Fig. 1: run 1, drive-strength map
Bar = 50 um.
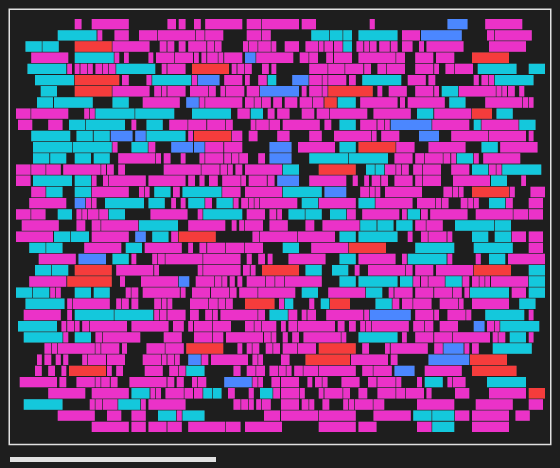
Fig. 2: run 1, signal wires on met4
Bar = 50 um. Cells faint in the background.
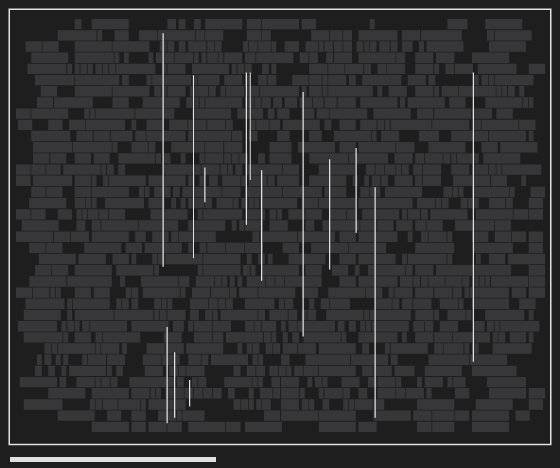
Fig. 3: run 1, clock wiring as the flow saved it
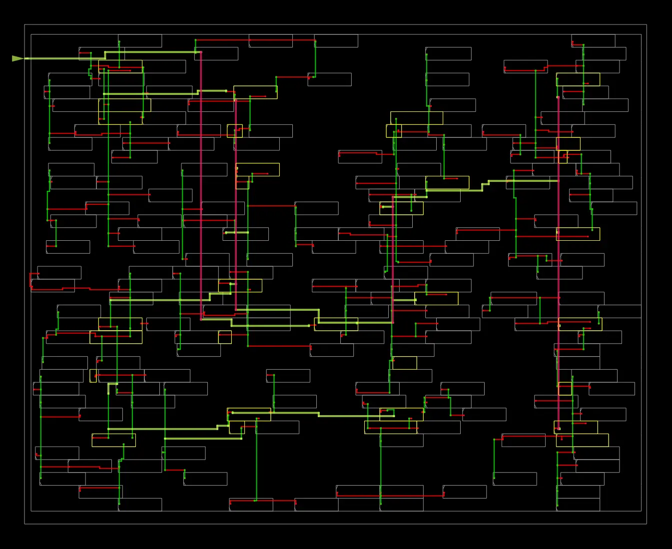
## src/rtl/clk_phase_pkg.sv

```systemverilog
// Shared types and reset defaults for the phase-programmable clock/strobe generator.
// Holds the per-channel {rise, fall} record, the period register address and the
// reset-time window table used by every channel instance.
package clk_phase_pkg;

    localparam int PKG_CNT_W = 8;

    // Address that selects the period register instead of a channel.
    localparam logic [3:0] CFG_ADDR_PERIOD = 4'd0;

    typedef struct packed {
        logic [PKG_CNT_W-1:0] rise;
        logic [PKG_CNT_W-1:0] fall;
    } ch_cfg_t;

    // Reset windows. A fall of 100 sits at or beyond the default period, so those
    // channels stay high until the period ends. Channels 4..7 come up disabled.
    function automatic ch_cfg_t def_cfg(input int ch);
        ch_cfg_t c;
        case (ch)
            0:       c = '{rise: 8'd6,  fall: 8'd70};
            1:       c = '{rise: 8'd0,  fall: 8'd50};
            2:       c = '{rise: 8'd80, fall: 8'd100};
            3:       c = '{rise: 8'd90, fall: 8'd100};
            default: c = '{rise: 8'd0,  fall: 8'd0};
        endcase
        return c;
    endfunction

endpackage

```

## src/rtl/clk_phase_chan.sv

```systemverilog
// One output channel: shadow/active window registers, window compare, output regs.
// Latency: clk_out and rise_pulse are registered, one cycle behind the shared counter.
// Backpressure: none; run = 0 holds clk_out and zeroes rise_pulse, restart clears both.
// Ports: clk_100M/rst_n clock and async reset; run/restart/apply control from the top;
//        wr_en/wr_rise/wr_fall shadow write; cnt shared counter; clk_out/rise_pulse outputs.
module clk_phase_chan
    import clk_phase_pkg::*;
#(
    parameter int CNT_W = 8,
    parameter int CH    = 0
) (
    input  logic             clk_100M,
    input  logic             rst_n,
    input  logic             run,
    input  logic             restart,
    input  logic             apply,
    input  logic             wr_en,
    input  logic [CNT_W-1:0] wr_rise,
    input  logic [CNT_W-1:0] wr_fall,
    input  logic [CNT_W-1:0] cnt,
    output logic             clk_out,
    output logic             rise_pulse
);

    localparam ch_cfg_t          DEF      = def_cfg(CH);
    localparam logic [CNT_W-1:0] DEF_RISE = CNT_W'(DEF.rise);
    localparam logic [CNT_W-1:0] DEF_FALL = CNT_W'(DEF.fall);

    logic [CNT_W-1:0] act_rise, act_fall;
    logic [CNT_W-1:0] shd_rise, shd_fall;
    logic             win;

    // cnt never reaches the period, so a rise at or past the period never hits and
    // a fall at or past it never ends the window early: truncation comes for free.
    always_comb begin
        win = 1'b0;
        if (act_rise < act_fall) begin
            win = (cnt >= act_rise) && (cnt < act_fall);
        end else if (act_rise > act_fall) begin
            win = (cnt >= act_rise) || (cnt < act_fall);
        end
    end

    always_ff @(posedge clk_100M or negedge rst_n) begin
        if (!rst_n) begin
            act_rise   <= DEF_RISE;
            act_fall   <= DEF_FALL;
            shd_rise   <= DEF_RISE;
            shd_fall   <= DEF_FALL;
            clk_out    <= 1'b0;
            rise_pulse <= 1'b0;
        end else begin
            if (wr_en) begin
                shd_rise <= wr_rise;
                shd_fall <= wr_fall;
            end
            // Active takes the shadow as it stood before this edge, so a write on
            // the apply edge waits for the next boundary.
            if (apply) begin
                act_rise <= shd_rise;
                act_fall <= shd_fall;
            end
            if (restart) begin
                clk_out    <= 1'b0;
                rise_pulse <= 1'b0;
            end else if (run) begin
                clk_out    <= win;
                rise_pulse <= win & ~clk_out;
            end else begin
                rise_pulse <= 1'b0;
            end
        end
    end

endmodule

```

## src/rtl/clk_phase_gen.sv

```systemverilog
// Multi-channel phase-programmable clock/strobe generator with glitch-free reconfig.
// Latency: outputs lag the shared period counter by one cycle; cfg_err one cycle after the write.
// Backpressure: none; run = 0 freezes counter and outputs, restart zeroes and applies shadow.
// Ports: clk_100M/rst_n clock and async reset; run/restart control; cfg_we/cfg_addr/
//        cfg_rise/cfg_fall config write; clk_out/rise_pulse per channel; wrap,
//        cfg_pending, cfg_err status.
module clk_phase_gen
    import clk_phase_pkg::*;
#(
    parameter int NUM_CH     = 4,
    parameter int CNT_W      = 8,
    parameter int DEF_PERIOD = 100
) (
    input  logic              clk_100M,
    input  logic              rst_n,
    input  logic              run,
    input  logic              restart,
    input  logic              cfg_we,
    input  logic [3:0]        cfg_addr,
    input  logic [CNT_W-1:0]  cfg_rise,
    input  logic [CNT_W-1:0]  cfg_fall,
    output logic [NUM_CH-1:0] clk_out,
    output logic [NUM_CH-1:0] rise_pulse,
    output logic              wrap,
    output logic              cfg_pending,
    output logic              cfg_err
);

    localparam logic [CNT_W-1:0] ONE       = CNT_W'(1);
    localparam logic [CNT_W-1:0] MIN_PER   = CNT_W'(2);
    localparam logic [CNT_W-1:0] DEF_PER   = CNT_W'(DEF_PERIOD);
    localparam logic [3:0]       MAX_ADDR  = 4'(NUM_CH);

    logic [CNT_W-1:0] cnt;
    logic [CNT_W-1:0] period;
    logic [CNT_W-1:0] shd_period;
    logic             at_end;
    logic             apply;
    logic             period_sel;
    logic             cfg_ok;
    logic             wr_ok;

    assign at_end     = (cnt == period - ONE);
    assign apply      = restart | (run & at_end);
    assign period_sel = (cfg_addr == CFG_ADDR_PERIOD);
    // A period below 2 could never toggle a window, so it is refused like a bad address.
    assign cfg_ok     = (cfg_addr <= MAX_ADDR) && !(period_sel && (cfg_rise < MIN_PER));
    assign wr_ok      = cfg_we & cfg_ok;

    always_ff @(posedge clk_100M or negedge rst_n) begin
        if (!rst_n) begin
            cnt         <= '0;
            period      <= DEF_PER;
            shd_period  <= DEF_PER;
            wrap        <= 1'b0;
            cfg_pending <= 1'b0;
            cfg_err     <= 1'b0;
        end else begin
            if (restart) begin
                cnt <= '0;
            end else if (run) begin
                cnt <= at_end ? '0 : cnt + ONE;
            end

            wrap    <= ~restart & run & at_end;
            cfg_err <= cfg_we & ~cfg_ok;

            if (wr_ok && period_sel) begin
                shd_period <= cfg_rise;
            end
            if (apply) begin
                period <= shd_period;
            end

            // A fresh write outranks the clear so a write on the apply edge stays pending.
            if (wr_ok) begin
                cfg_pending <= 1'b1;
            end else if (apply) begin
                cfg_pending <= 1'b0;
            end
        end
    end

    for (genvar ch = 0; ch < NUM_CH; ch++) begin : g_chan
        logic chan_we;
        assign chan_we = wr_ok && (cfg_addr == 4'(ch + 1));

        clk_phase_chan #(
            .CNT_W (CNT_W),
            .CH    (ch)
        ) u_chan (
            .clk_100M   (clk_100M),
            .rst_n      (rst_n),
            .run        (run),
            .restart    (restart),
            .apply      (apply),
            .wr_en      (chan_we),
            .wr_rise    (cfg_rise),
            .wr_fall    (cfg_fall),
            .cnt        (cnt),
            .clk_out    (clk_out[ch]),
            .rise_pulse (rise_pulse[ch])
        );
    end

endmodule

```

## config.mk

```make
export PLATFORM = sky130hd
export DESIGN_NAME = clk_phase_gen
export DESIGN_NICKNAME = d
export VERILOG_FILES = /design/src/rtl/clk_phase_pkg.sv /design/src/rtl/clk_phase_chan.sv /design/src/rtl/clk_phase_gen.sv
export SDC_FILE = /design/constraint.sdc
export NUM_CORES = 1
export LEC_CHECK = 0
export CAP_MARGIN = 20
export CORE_ASPECT_RATIO = 0.8
export CORE_UTILIZATION = 66
export DETAILED_ROUTE_END_ITERATION = 12
export GPL_ROUTABILITY_DRIVEN = 0
export PLACE_DENSITY_LB_ADDON = 0.15
export SLEW_MARGIN = 25
export SYNTH_ARGS = -nofsm -noshare
export SYNTH_HDL_FRONTEND = slang
export SYNTH_HIERARCHICAL = 1
export SYNTH_SLANG_ARGS = --single-unit
```

## constraint.sdc

```tcl
create_clock -name clk_100M -period 6 [get_ports clk_100M]
set_input_delay 1.2 -clock clk_100M [delete_from_list [all_inputs] [get_ports clk_100M]]
set_output_delay 1.2 -clock clk_100M [all_outputs]
set_load 0.05 [all_outputs]
```

==> flow_metrics.rpt, run 1 <==
==== FLOW RESULTS ====
----------------------------------------------------
[Critical path]
  Logic depth of the worst setup path including buffers ........................ 8
  Crit-path most repeated cell ........................ sky130_fd_sc_hd__nor4_1
  CP Max Fanout ........................ 16
  Worst path buffer plus inverter count ........................ 2
  CP Cell Sequence ........................ clkdlybuf4s50_1, nor4_1, nand2_1, nor4_1, or3_1, inv_1, and3_1, mux2_2
  Crit path launch ........................ cfg_rise[7]

[Outcome]
  Result of the run ........................ complete, no violations

[Job]
  Number of max-cap violations ........................ 0

[Power and ir drop]
  Max rail drop VDD ........................ 256.2 uV
  Net switching share of the total power ........................ 0.3093
  Net load switching power ........................ around 1.2 mW

[Logic synthesis]
  Proportion of synthesized flip-flops having asynchronous set or reset ........................ 1.000
  Largest cells by area after synthesis ........................ sky130_fd_sc_hd__dfrtp_1 (33%), sky130_fd_sc_hd__dfstp_2 (14%), sky130_fd_sc_hd__ha_1 (13%)
  Synth top cell by count ........................ sky130_fd_sc_hd__dfrtp_1

[Clocking]
  Maximum buffer depth of the clock tree ........................ 2
  Worst-Skew Late Latency ........................ 0.44 ns

[Die]
  Area of the die ........................ approximately 0.014 mm2

[STA]
  Relative slew slack ........................ 0.3835

[Place]
  Worst Setup Slack post-DPL ........................ around 1.9 ns

[Detailed routing]
  Vias per inst ........................ 6.060
  Antenna viol nets, final ........................ 0
  DR DRC count ........................ 0

[Global route]
  Antenna violations before repair ........................ 0

[Min path]
  Worst hold path class ........................ flip-flop to flip-flop

[Finish]
  Post-Route Utilization ........................ 0.7739

----------------------------------------------------
About Fig. 1:
Key: red = _6 and larger [cells 27, share 3.2%]; blue = _3 and _4 cells [cells 28, share 3.3%]; cyan = _2 cells [cells 151, share 18%]; magenta = _0 and _1 cells [cells 641, share 76%]

About Fig. 2:
11 nets have wire on it. The longest straight run is 70.0 um.

About Fig. 3:
Clock Skew: 0.007300 ns
number of flip-flops and latches: 163
clock buffer count: 20
# clock sinks: 163
power in the clock group: 1.21 mW

[run 1: cell families after synthesis]
kind of cell | after synthesis | share of synthesized area
mux | 86 | 0.1124
simple gates | 187 | 0.1101
buf+inv | 95 | 0.04237
fa+ha+maj | 94 | 0.1332
xor+xnor | 13 | 0.01290
compound gates | 160 | 0.1205
flops | 163 | 0.4685
[run 1: area by class of cell]
class | count | area share
Clock inverter | 12 | 0.02033
Multi-Input combinational cell | 540 | 0.4330
Clock buffer | 20 | 0.04552
Tap cell | 175 | 0.02183
Timing Repair Buffer | 40 | 0.04003
Inverter | 72 | 0.02694
Sequential cell | 163 | 0.4123
Fig. 4: run 1, metal layers overlaid
Two of the layers only.
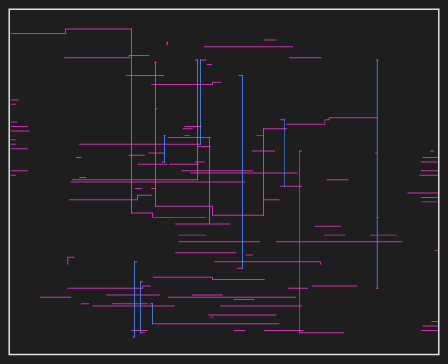

==> run 2, diff against run 1 <==
--- a/config.mk
+++ b/config.mk
@@ -7,7 +7,7 @@
 export LEC_CHECK = 0
 export CAP_MARGIN = 20
 export CORE_ASPECT_RATIO = 0.8
-export CORE_UTILIZATION = 66
+export CORE_UTILIZATION = 61
 export DETAILED_ROUTE_END_ITERATION = 12
 export GPL_ROUTABILITY_DRIVEN = 0
 export PLACE_DENSITY_LB_ADDON = 0.15
==> constraint.sdc (replaced) <==
create_clock -name clk_100M -period 3.8 [get_ports clk_100M]
set_input_delay 0.76 -clock clk_100M [delete_from_list [all_inputs] [get_ports clk_100M]]
set_output_delay 0.76 -clock clk_100M [all_outputs]
set_load 0.05 [all_outputs]
Fig. 5: run 2, metal layers overlaid
Two of the layers only.
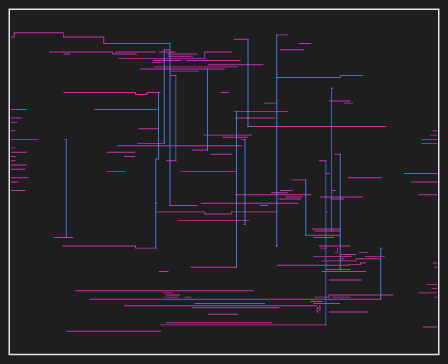
Key: magenta = metal 3 [wire length 1540 um]; blue = metal 4 [wire length 557 um]

==> run 2 against run 1 <==
  * Die area grew 8.1%
  * Final cell count rose by 1.9%
  * Global-route usage shrank 0.44 points
  * Combinational power is 56% higher
  * Clock skew grew 0.00093 ns
  * Utilization down 4.8 points
  * Synthesized cell count unchanged
  * Flip-flop count is the same
  * Critical path type unchanged
==> flow_metrics.rpt, run 2 <==
==== FLOW RESULTS ====
----------------------------------------------------
[Logic synthesis]
  Mux share ........................ 0.1124 (unchanged)
  Proportion of synthesized flip-flops having asynchronous set or reset ........................ 1.000 (unchanged)
  Synth top cell by count ........................ sky130_fd_sc_hd__dfrtp_1
  Xor-xnor portion of the synthesized cell area ........................ 0.01290 (unchanged)
  Synth Area in Compound Gates ........................ 0.1205 (unchanged)
  Post-Synth Adder-Cell Area ........................ 0.1332 (unchanged)
  Largest cells by area after synthesis ........................ sky130_fd_sc_hd__dfrtp_1 (33%), sky130_fd_sc_hd__dfstp_2 (14%), sky130_fd_sc_hd__ha_1 (13%)
  Combined area of all synthesized cells ........................ just under 0.009 mm2

[Power and ir drop]
  Max rail drop VDD ........................ 443.7 uV (+73%)

[Job]
  Number of max-cap violations ........................ 0 (unchanged)

[Detailed routing]
  Vias per inst ........................ 6.041 (-0.30%)
  Antenna viol nets, final ........................ 0 (unchanged)
  DR DRC count ........................ 0 (unchanged)

[Finish]
  Post-Route Utilization ........................ 0.7254 (-0.04849)

[Critical path]
  CP Cell Sequence ........................ clkdlybuf4s50_1, nor4_1, nand2_1, nor4_1, or3_1, inv_1, and3_1, mux2_2
  Logic depth of the worst setup path including buffers ........................ 8 (unchanged)
  Worst path buffer plus inverter count ........................ 2 (unchanged)
  CP Max Fanout ........................ 16 (unchanged)
  Reg-to-reg slack, setup ........................ 0.87 ns
  Cells on worst reg2reg path ........................ 9
  Crit path launch ........................ cfg_rise[1]
  Crit-path most repeated cell ........................ sky130_fd_sc_hd__nor4_1

[STA]
  Clock Skew ........................ 0.008234 ns (+0.0009334 ns)
  Final number of setup-violating endpoints ........................ 0
  Relative slew slack ........................ 0.4067 (+0.02326)

[Clocking]
  Maximum buffer depth of the clock tree ........................ 2 (unchanged)
  # clock sinks ........................ 163 (unchanged)
  Clock tree from TritonCTS ........................ built

[Die]
  Area of the die ........................ 0.01496 mm2 (+8.1%)

[Outcome]
  Result of the run ........................ complete, no violations

[Place]
  Worst Setup Slack post-DPL ........................ 0.3404 ns (-1.602 ns)

[Global route]
  Pin count of the biggest net entering global routing ........................ 113

----------------------------------------------------
-- run 2: cell counts after synthesis --
No cell type changed its count.
-- run 2: final cells by class --
type	count	share of cell area
flip-flops and latches	163	0.4121
inverters	72	0.02693
clock buffers	18	0.04375
multi-input cells	540	0.4312
repair buffers	54	0.05049
clock inverters	14	0.01309
well taps	180	0.02244
-- run 2: power breakdown --
group	leakage (nW)	total, mW	switching [mW]	internal (mW)
combinational	2.28	1.58	0.856	0.721
sequential	1.96	2.43	0.246	2.19
clock	0.274	1.64	0.719	0.925
total	4.51	5.65	1.82	3.83
-- run 2: routing by layer --
layer,routed length [um],part of all wire,up-vias,track usage
met1,9538,0.45,3102,0.4273
met4,557,0.026,0,0.1190
li1,-,-,2916,-
met2,9640,0.45,232,0.4840
met3,1537,0.072,39,0.07746
met5,0,0,-,0
No activity file was given, so power comes from the tool's default toggle rates.
